===== config.mk =====
export PLATFORM = sky130hd
export DESIGN_NAME = btb_hit_qualifier
export DESIGN_NICKNAME = d
export VERILOG_FILES = /design/src/rtl/btb_pkg.sv /design/src/rtl/btb_way_prio_enc.sv /design/src/rtl/btb_hit_qualifier.sv
export SDC_FILE = /design/constraint.sdc
export NUM_CORES = 1
export LEC_CHECK = 0
export CAP_MARGIN = 25
export CORE_MARGIN = 1
export CORE_UTILIZATION = 40
export CTS_CLUSTER_SIZE = 40
export DETAILED_ROUTE_END_ITERATION = 16
export PLACE_DENSITY_LB_ADDON = 0.05
export SYNTH_ARGS = -nofsm -noshare
export SYNTH_HDL_FRONTEND = slang
export SYNTH_SLANG_ARGS = --single-unit

===== constraint.sdc =====
create_clock -name clk -period 1.9 [get_ports clk]
set_input_delay 0.38 -clock clk [delete_from_list [all_inputs] [get_ports clk]]
set_output_delay 0.38 -clock clk [all_outputs]
set_load 0.03 [all_outputs]

===== src/rtl/btb_pkg.sv =====
// Shared types and constants for the BTB hit qualifier.
package btb_pkg;

    typedef enum logic {
        ST_RUN   = 1'b0,
        ST_BLANK = 1'b1
    } state_t;

    localparam int BLANK_CNT_W = 4;

endpackage


===== src/rtl/btb_way_prio_enc.sv =====
// Lowest-index priority encoder over qualified BTB ways, with any/multi flags.
module btb_way_prio_enc #(
    parameter int WAYS = 4,
    parameter int WAYW = (WAYS > 1) ? $clog2(WAYS) : 1
) (
    input  logic [WAYS-1:0] qual,
    output logic            any,
    output logic [WAYW-1:0] idx,
    output logic            multi
);

    always_comb begin
        idx = '0;
        // Walk downward so the lowest set index is the last one written.
        for (int i = WAYS - 1; i >= 0; i--) begin
            if (qual[i]) idx = WAYW'(i);
        end
    end

    assign any = |qual;
    // Clearing the lowest set bit leaves something only if two or more were set.
    assign multi = |(qual & (qual - WAYS'(1)));

endmodule


===== src/rtl/btb_hit_qualifier.sv =====
// Registered BTB hit qualifier: per-way kill, post-flush blanking, multi-hit
// detection and a saturating hit counter.
module btb_hit_qualifier
    import btb_pkg::*;
#(
    parameter int WAYS        = 4,
    parameter int WAYW        = (WAYS > 1) ? $clog2(WAYS) : 1,
    parameter int HOLD_CYCLES = 2,
    parameter int CNTW        = 16
) (
    input  logic            clk,
    input  logic            rst_n,
    input  logic            lookup_valid,
    input  logic [WAYS-1:0] way_hit,
    input  logic [WAYS-1:0] way_kill,
    input  logic            flush,
    input  logic            cnt_clr,
    input  logic            err_clr,
    output logic            hit,
    output logic [WAYW-1:0] hit_way,
    output logic            multi_hit,
    output logic            multi_err,
    output logic            suppressed,
    output logic [CNTW-1:0] hit_cnt
);

    localparam logic [BLANK_CNT_W-1:0] HOLD_LD = BLANK_CNT_W'(HOLD_CYCLES);

    logic [WAYS-1:0]        qual;
    logic                   q_any;
    logic [WAYW-1:0]        q_idx;
    logic                   q_multi;
    state_t                 state;
    logic [BLANK_CNT_W-1:0] blank_cnt;

    // Gate on lookup_valid so garbage tag lines never reach the registers.
    assign qual = lookup_valid ? (way_hit & ~way_kill) : '0;

    btb_way_prio_enc #(
        .WAYS (WAYS),
        .WAYW (WAYW)
    ) u_prio_enc (
        .qual  (qual),
        .any   (q_any),
        .idx   (q_idx),
        .multi (q_multi)
    );

    always_ff @(posedge clk or negedge rst_n) begin
        if (!rst_n) begin
            state      <= ST_RUN;
            blank_cnt  <= '0;
            hit        <= 1'b0;
            hit_way    <= '0;
            multi_hit  <= 1'b0;
            multi_err  <= 1'b0;
            suppressed <= 1'b0;
            hit_cnt    <= '0;
        end else begin
            if (flush) begin
                state      <= ST_BLANK;
                blank_cnt  <= HOLD_LD;
                hit        <= 1'b0;
                hit_way    <= '0;
                multi_hit  <= 1'b0;
                suppressed <= lookup_valid;
            end else if (state == ST_BLANK) begin
                hit        <= 1'b0;
                hit_way    <= '0;
                multi_hit  <= 1'b0;
                suppressed <= lookup_valid;
                if (blank_cnt <= BLANK_CNT_W'(1)) begin
                    state     <= ST_RUN;
                    blank_cnt <= '0;
                end else begin
                    blank_cnt <= blank_cnt - BLANK_CNT_W'(1);
                end
            end else begin
                hit        <= q_any;
                hit_way    <= q_idx;
                multi_hit  <= q_multi;
                suppressed <= 1'b0;
            end

            // Set wins over clear for the sticky error.
            multi_err <= multi_hit | (multi_err & ~err_clr);

            if (cnt_clr) hit_cnt <= '0;
            else if (hit && (hit_cnt != '1)) hit_cnt <= hit_cnt + CNTW'(1);
        end
    end

endmodule


==> run_1/flops_by_reg.png <==
Drawn at 6 px/um. Other sequential cells in the stronger gray, the rest of the logic in the fainter gray.
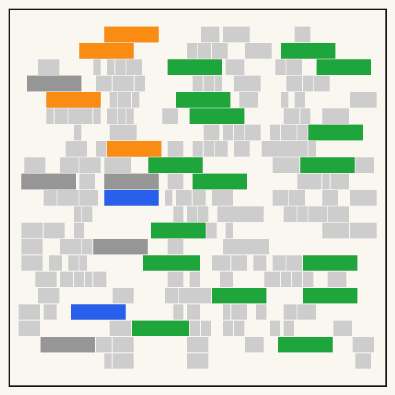
legend:
  orange:
    netlist_name: blank_cnt
    sequential_cells: 4
  green:
    netlist_name: hit_cnt
    sequential_cells: 16
  blue:
    netlist_name: hit_way
    sequential_cells: 2
not colored: 5
sequential power: 669 uW
Reg area: 678 um^2
Seq/total area: 0.354
Core Util, Final: 0.561

==> run_1/logic_types.png <==
Drawn at 8 px/um.
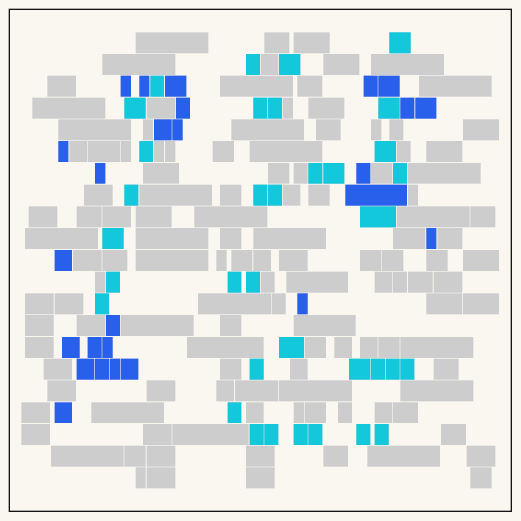
legend:
  blue:
    family: nor cells
    cells: 26
    most_used: nor2_1
  cyan:
    family: aoi and oai cells
    cells: 35
    most_used: a21oi_1
dominant logic cell type in the layout: dfrtp_1
final non-filler cell total: 231
logic share of the area: 0.387

==> flow_summary.yaml, run 1 <==
# physical design summary
outcome:
  outcome: "complete, no violations"
clock_tree:
  htreeDepth: 1
  cts_tree: "done"
  ctsHoldBuffers: 0
  cts-root-buf: "clkbuf_4"
  cts_buffers: 3
  cts_buffer_depth: 2
  clkSlewWorstSetupHoldPaths_ns: 0.16
  clk_latency_ns: 0.33
grt:
  antenna_found_initial: 0
  grtUsageMet3: 0.0237
  gr-usage-met2: 0.296
  grt_pass1_vias: 1139
  grt-ovfl-total: 0
  grt_pass1_wl_um: 5310
layout:
  clkbuf_count: 3
  seq_cells: 27
  inverters: 5
  nFillCells: 310
  logic_gate_count: 110
  drive_gt1_frac: 0.114
  diodes: 0
  bufAreaShareNonClock: 0.203
  comb_area_um2: 742
  buffers: 39
  fin_nets: 203
  clk_share: 0.0157
  largestClassByArea: "logic gates"
  final_cell_mix: "dfrtp_1 (25), clkdlybuf4s50_1 (21), a21oi_1 (15)"
setup_path:
  ff2ff_setup_slack_ns: 0.14
  crit_fanout: 3
  rr_startpoint: "hit_cnt[0]"
  critPathMaxStageDelay_ns: 0.70
  reg2reg_depth: 4
  start_kind: "register"
  path_buffers: 1
  crit_start: "hit"
  slowest_stage: "clkdlybuf4s50_1"
timing:
  skew_ns: 0.0134
  whs_ns: 0.399
  fmax_mhz: 550
  slew_violations: 0
die:
  fp_util: 0.430
  taps: 46
  dieArea_mm2: 0.00392
  die_h_um: 62.6
  die_x_um: 62.6
detailed_routing:
  wl_met1_um: 1470
  dr_total_vias: 1249
  highest_layer: "met4"
  vias_per_cell: 5.41
  drt-initial-drc-count: 58
  dr_wl_met3_um: 124
synth:
  top_cells_by_count: "dfrtp_1 (27), a21oi_1 (15), nor2_1 (9)"
  synthMuxAreaShare: 0.0222
  edf_count: 0
  ys_cells: 146
  ys.flop_type: "dfrtp_1"
  topCombFamilyByArea: "simple AND/OR/NAND/NOR gates"
  synth.cell_area_mm2: 0.00147
  ys_ff: 27
  syn_nets: 163
  adder_share: 0.0324
  yosysWarningCount: 0
  xor_area_frac: 0
  most_common_cell: "dfrtp_1"
  synth_area_leader_cell: "dfrtp_1"
flow_run:
  warnings: 27
  cap_violations: 0
place:
  routabilityCongestion: 0.769
==> run_1/io_fan.png <==
Drawn at 6 px/um.
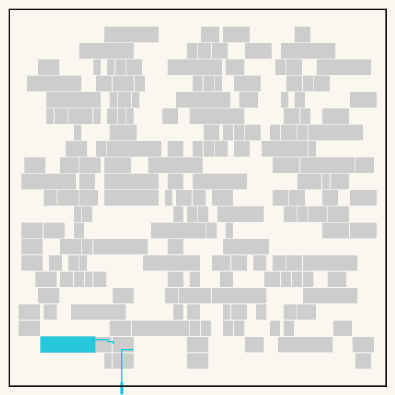
legend:
  cyan:
    port: multi_err
    bits: 1
    direction: output
    edge: bottom
    end_cells: 1
    buffers: 1
    wire: 11.3 um
Buffers on Ports: 35
I/O pin count: 36

run 1: where the power goes:
group / internal [uW] / switching, uW
sequential: 625 / 43.3
combinational: 141 / 164
clock: 80.5 / 182
total: 847 / 390
run 1: flip-flops by register name, summed over array words and instances, names as in the netlist:
signal / flops
blank_cnt: 4
multi_err: 1
hit_cnt: 16
hit: 1
multi_hit: 1
hit_way: 2
state: 1
suppressed: 1
run 1: through the flow:
step / worst slack [ns] / utilization / std cells / power (uW) / cell area, um^2
floorplan: 0.0801 / - / 146 / 878 / 1470
global placement: 0.164 / 0.549 / 227 / 973 / 1880
detailed placement: 0.133 / 0.549 / 227 / 986 / 1880
CTS: 0.0107 / 0.556 / 231 / 1250 / 1900
global route: 0.00589 / 0.561 / 231 / 1320 / 1920
finish: 0.0815 / 0.561 / 231 / 1240 / 1920
==> inputs of run 2 (changes only) <==
--- a/config.mk
+++ b/config.mk
@@ -5,7 +5,7 @@
 export SDC_FILE = /design/constraint.sdc
 export NUM_CORES = 1
 export LEC_CHECK = 0
-export CAP_MARGIN = 25
+export CAP_MARGIN = 20
 export CORE_MARGIN = 1
 export CORE_UTILIZATION = 40
 export CTS_CLUSTER_SIZE = 40
==> run_2/logic_types.png <==
Drawn at 8 px/um.
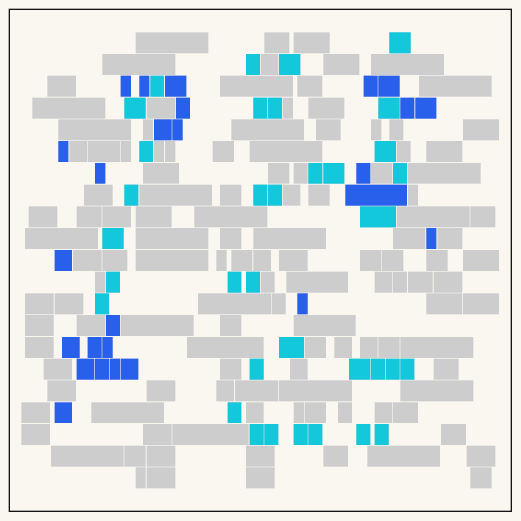

==> run 2 against run 1 <==
  * Wire length did not move
  * Sequential cell count did not move
  * First-iteration DRC count did not move
  * Critical endpoint unchanged
  * Worst setup slack did not move
  * Sequential power barely moved
  * Largest cell class unchanged
  * Sequential share of layout area did not move
  * Clock skew did not move
  * Global-route usage did not move
  * Cell area did not move
==> flow_summary.yaml, run 2 <==
# physical design summary
outcome:
  outcome: "complete, no violations"
power_and_ir_drop:
  pwr-share-clk: 0.213
  vdd_drop_max_v: 0.000488
  comb_cell_power_uw: 305
  power.total_uw: 1240
  power-top-group: "registers"
  p_switching_uw: 390
  leakage_uw: 0.000961
  intPower_uw: 847
  p_clk_uw: 263
  seq-power_uw: 669
  switching_share: 0.315
  pwr-share-comb: 0.247
  pwr-share-seq: 0.541
setup_path:
  crit_start: "hit"
  ff2ff_setup_slack_ns: 0.14
  slowest_stage: "clkdlybuf4s50_1"
  critPathMaxStageDelay_ns: 0.70
  reg2reg_depth: 4
  start_kind: "register"
  path_buffers: 1
  crit_type: "register to output port"
  crit_fanout: 3
  rr_startpoint: "hit_cnt[0]"
detailed_routing:
  dr_wl_met3_um: 124
  highest_layer: "met4"
  wl_met1_um: 1470
  dr_total_vias: 1249
  wl_per_cell_um: 13.7
  drt-initial-drc-count: 58
  vias_per_cell: 5.41
die:
  die_x_um: 62.6
  die_h_um: 62.6
  pin_count: 36
  dieArea_mm2: 0.00392
  fp_util: 0.430
  rows: 21
layout:
  top_regs: "hit_cnt x16, blank_cnt x4, hit_way x2"
  drive_gt1_frac: 0.114
  nFillCells: 310
  instances_no_fill: 231
  fin_nets: 203
  lay_top_count: "dfrtp_1"
  regMostFlops: "hit_cnt"
  comb_area_um2: 742
  diodes: 0
  final_util: 0.561
  final_cell_mix: "dfrtp_1 (25), clkdlybuf4s50_1 (21), a21oi_1 (15)"
  final-seq-area_um2: 678
  largest_reg_flops: 16
  final_area_mm2: 0.00192
  syn_to_final_growth_pct: 30.5
synth:
  netlist_instances: 146
  avgSynthCellArea_um2: 10.1
  ys_sh_aoi: 0.153
  synthDistinctLibCells: 41
  postSynthSeqShare: 0.460
  topCombFamilyByArea: "simple AND/OR/NAND/NOR gates"
  edf_count: 0
  yosysWarningCount: 0
  ys_area_mm2: 0.00147
  ys_cells: 146
  ys.flop_type: "dfrtp_1"
  ys_ff: 27
  synth.cell_area_mm2: 0.00147
  synthMuxAreaShare: 0.0222
  async_reset_ff_frac: 1.00
  most_common_cell: "dfrtp_1"
  syn_nets: 163
  synth_area_leader_cell: "dfrtp_1"
  top_cells_by_count: "dfrtp_1 (27), a21oi_1 (15), nor2_1 (9)"
  adder_share: 0.0324
  xor_area_frac: 0
clock_tree:
  ctsHoldBuffers: 0
  cts_buffer_depth: 2
  cts_setup_buffers: 0
  cts-root-buf: "clkbuf_4"
  clk_latency_ns: 0.33
  clkSlewWorstSetupHoldPaths_ns: 0.16
  cts_tree: "done"
  cts_buffers: 3
  htreeDepth: 1
timing:
  tns_ns: 0
  setup_viol_count_final: 0
  skew_ns: 0.0134
  slew_violations: 0
  slew_headroom: 0.653
  fin_ws_ns: 0.0815
  worstMarginPinSlew_ns: 0.516
  whs_ns: 0.399
  rsz0062_at_grt: "no"
  fmax_mhz: 550
grt:
  grtUsageMet3: 0.0237
  antenna_found_initial: 0
  busiest_layer: "met2"
  grt_pass1_vias: 1139
  grt-ovfl-total: 0
  grt_pass1_wl_um: 5310
  gr-usage-met2: 0.296
place:
  place_hpwl_um: 2260
  routabilityCongestion: 0.769
  placed_cell_area_mm2: 0.00188
  numPortBuffers: 35
  dp_slack_ns: 0.133
  post-place-cells: 227
flow_run:
  cap_violations: 0
  warnings: 27
==> run 2: cell counts in the layout (fill, tap and decap cells not counted) <==
Identical to the previous run, type by type.
==> run 2: cells by family (layout without fill, tap and decap cells) <==
group	Yosys count	in the layout
adder cells (fa/ha/maj)	4	4
AND/OR/NAND/NOR	66	66
flip-flops	27	27
buffers and inverters	9	48
multiplexers	3	3
AND-OR/OR-AND	37	37
==> run 2: repair_timing <==
action | CTS | global route
resized | 7 | 7
gates cloned | 0 | 0
endpoints found under the setup margin | 7 | 7
endpoints found under the hold margin | 0 | 0
==> run 2: cell type report <==
type,instances,area share
inverter,5,0.00980
clock buffer,3,0.0118
sequential,27,0.354
timing repair buffer,39,0.203
tap,46,0.0300
clock inverter,1,0.00392
multi-input combinational,110,0.387
==> inputs of run 3 (changes only) <==
--- a/config.mk
+++ b/config.mk
@@ -5,7 +5,7 @@
 export SDC_FILE = /design/constraint.sdc
 export NUM_CORES = 1
 export LEC_CHECK = 0
-export CAP_MARGIN = 20
+export CAP_MARGIN = 10
 export CORE_MARGIN = 1
 export CORE_UTILIZATION = 40
 export CTS_CLUSTER_SIZE = 40
==> run_3/io_fan.png <==
Drawn at 6 px/um.
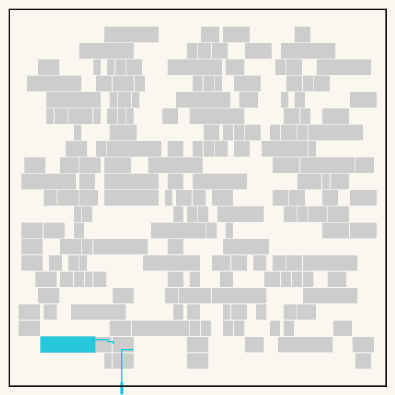
legend:
  cyan:
    port: multi_err
    bits: 1
    direction: output
    edge: bottom
    end_cells: 1
    buffers: 1
    wire: 11.3 um

==> run 3 against run 2 <==
  * Via count unchanged
  * Final cell count unchanged
  * Synthesized cell count unchanged
  * Area after synthesis unchanged
  * Clock-buffer cell count unchanged
  * Wire length unchanged
  * Worst hold slack unchanged
  * Highest routed layer unchanged
==> flow_summary.yaml, run 3 <==
# physical design summary
power_and_ir_drop:
  power.total_uw: 1240
  pwr-share-clk: 0.213
  power-top-group: "registers"
  p_clk_uw: 263
  p_switching_uw: 390
  intPower_uw: 847
  switching_share: 0.315
  pwr-share-seq: 0.541
  seq-power_uw: 669
  pwr-share-comb: 0.247
  leakage_uw: 0.000961
clock_tree:
  htreeDepth: 1
  cts_buffers: 3
  cts_buffer_depth: 2
  cts-root-buf: "clkbuf_4"
  clkSlewWorstSetupHoldPaths_ns: 0.16
  clk_latency_ns: 0.33
  cts_tree: "done"
  cts_setup_buffers: 0
die:
  pin_count: 36
  fp_util: 0.430
  taps: 46
  rows: 21
  die_h_um: 62.6
  die_x_um: 62.6
  dieArea_mm2: 0.00392
setup_path:
  critPathCaptureType: "output port"
  slowest_stage: "clkdlybuf4s50_1"
  rr_startpoint: "hit_cnt[0]"
  reg2reg_depth: 4
  path_buffers: 1
  critPathMaxStageDelay_ns: 0.70
  crit_type: "register to output port"
  crit_fanout: 3
  crit_start: "hit"
  start_kind: "register"
layout:
  final-seq-area_um2: 678
  instances_no_fill: 231
  seq_cells: 27
  drive_gt1_frac: 0.114
  logic_gate_count: 110
  top_regs: "hit_cnt x16, blank_cnt x4, hit_way x2"
  clk_share: 0.0157
  regMostFlops: "hit_cnt"
  fin_nets: 203
  diodes: 0
  lay_top_count: "dfrtp_1"
  bufAreaShareNonClock: 0.203
  clkbuf_count: 3
  final_area_mm2: 0.00192
  seq_share: 0.354
  comb_area_frac: 0.387
  final_util: 0.561
  largest_reg_flops: 16
  buffers: 39
  comb_area_um2: 742
  inverters: 5
  syn_to_final_growth_pct: 30.5
  largestClassByArea: "logic gates"
  final_cell_mix: "dfrtp_1 (25), clkdlybuf4s50_1 (21), a21oi_1 (15)"
  nFillCells: 310
place:
  placed_cell_area_mm2: 0.00188
  place_hpwl_um: 2260
  routabilityCongestion: 0.769
  numPortBuffers: 35
  dp_slack_ns: 0.133
  post-place-cells: 227
synth:
  edf_count: 0
  synth_area_leader_cell: "dfrtp_1"
  ys_area_mm2: 0.00147
  top_cells_by_count: "dfrtp_1 (27), a21oi_1 (15), nor2_1 (9)"
  most_common_cell: "dfrtp_1"
  ys_cells: 146
  avgSynthCellArea_um2: 10.1
  synthDistinctLibCells: 41
  ys_ff: 27
  async_reset_ff_frac: 1.00
  netlist_instances: 146
  syn_nets: 163
  synth.cell_area_mm2: 0.00147
  postSynthSeqShare: 0.460
  ys.flop_type: "dfrtp_1"
timing:
  fin_ws_ns: 0.0815
  slew_violations: 0
  tns_ns: 0
  setup_viol_count_final: 0
  fmax_mhz: 550
  rsz0062_at_grt: "no"
  slew_headroom: 0.653
  worstMarginPinSlew_ns: 0.516
  whs_ns: 0.399
  skew_ns: 0.0134
detailed_routing:
  wl_per_cell_um: 13.7
  drcViolationCount: 0
  vias_per_cell: 5.41
  drt-initial-drc-count: 58
  dr_wl_met3_um: 124
  highest_layer: "met4"
  dr_total_vias: 1249
  wl_met1_um: 1470
grt:
  grt-ovfl-total: 0
  grt_pass1_wl_um: 5310
  track_usage: 0.167
  antenna_found_initial: 0
  grt_pass1_vias: 1139
  grt_max_degree: 28
outcome:
  outcome: "complete, no violations"
flow_run:
  warnings: 27
  cap_violations: 0
run 3: cell counts in the layout (fill, tap and decap cells not counted):
No cell type changed its count.
run 3: layer usage:
metal / track usage / vias to the layer above
li1: - / 624
met1: 0.211 / 593
met4: 0.0436 / 0
met3: 0.0237 / 2
met5: 0 / -
met2: 0.296 / 30
run 3: logic make-up (layout without fill, tap and decap cells):
logic type | Yosys count | in the layout | share of synthesized area
AND-OR/OR-AND | 37 | 37 | 0.153
adder cells (fa/ha/maj) | 4 | 4 | 0.0324
buffers and inverters | 9 | 48 | 0.0358
flip-flops | 27 | 27 | 0.460
multiplexers | 3 | 3 | 0.0222
AND/OR/NAND/NOR | 66 | 66 | 0.297
run 3: timing repair:
item                                    in CTS  in global routing
resized                                      7                  7
endpoints found under the setup margin       7                  7
hold buffers                                 0                  0
Power is estimated from default activity; no workload was simulated.
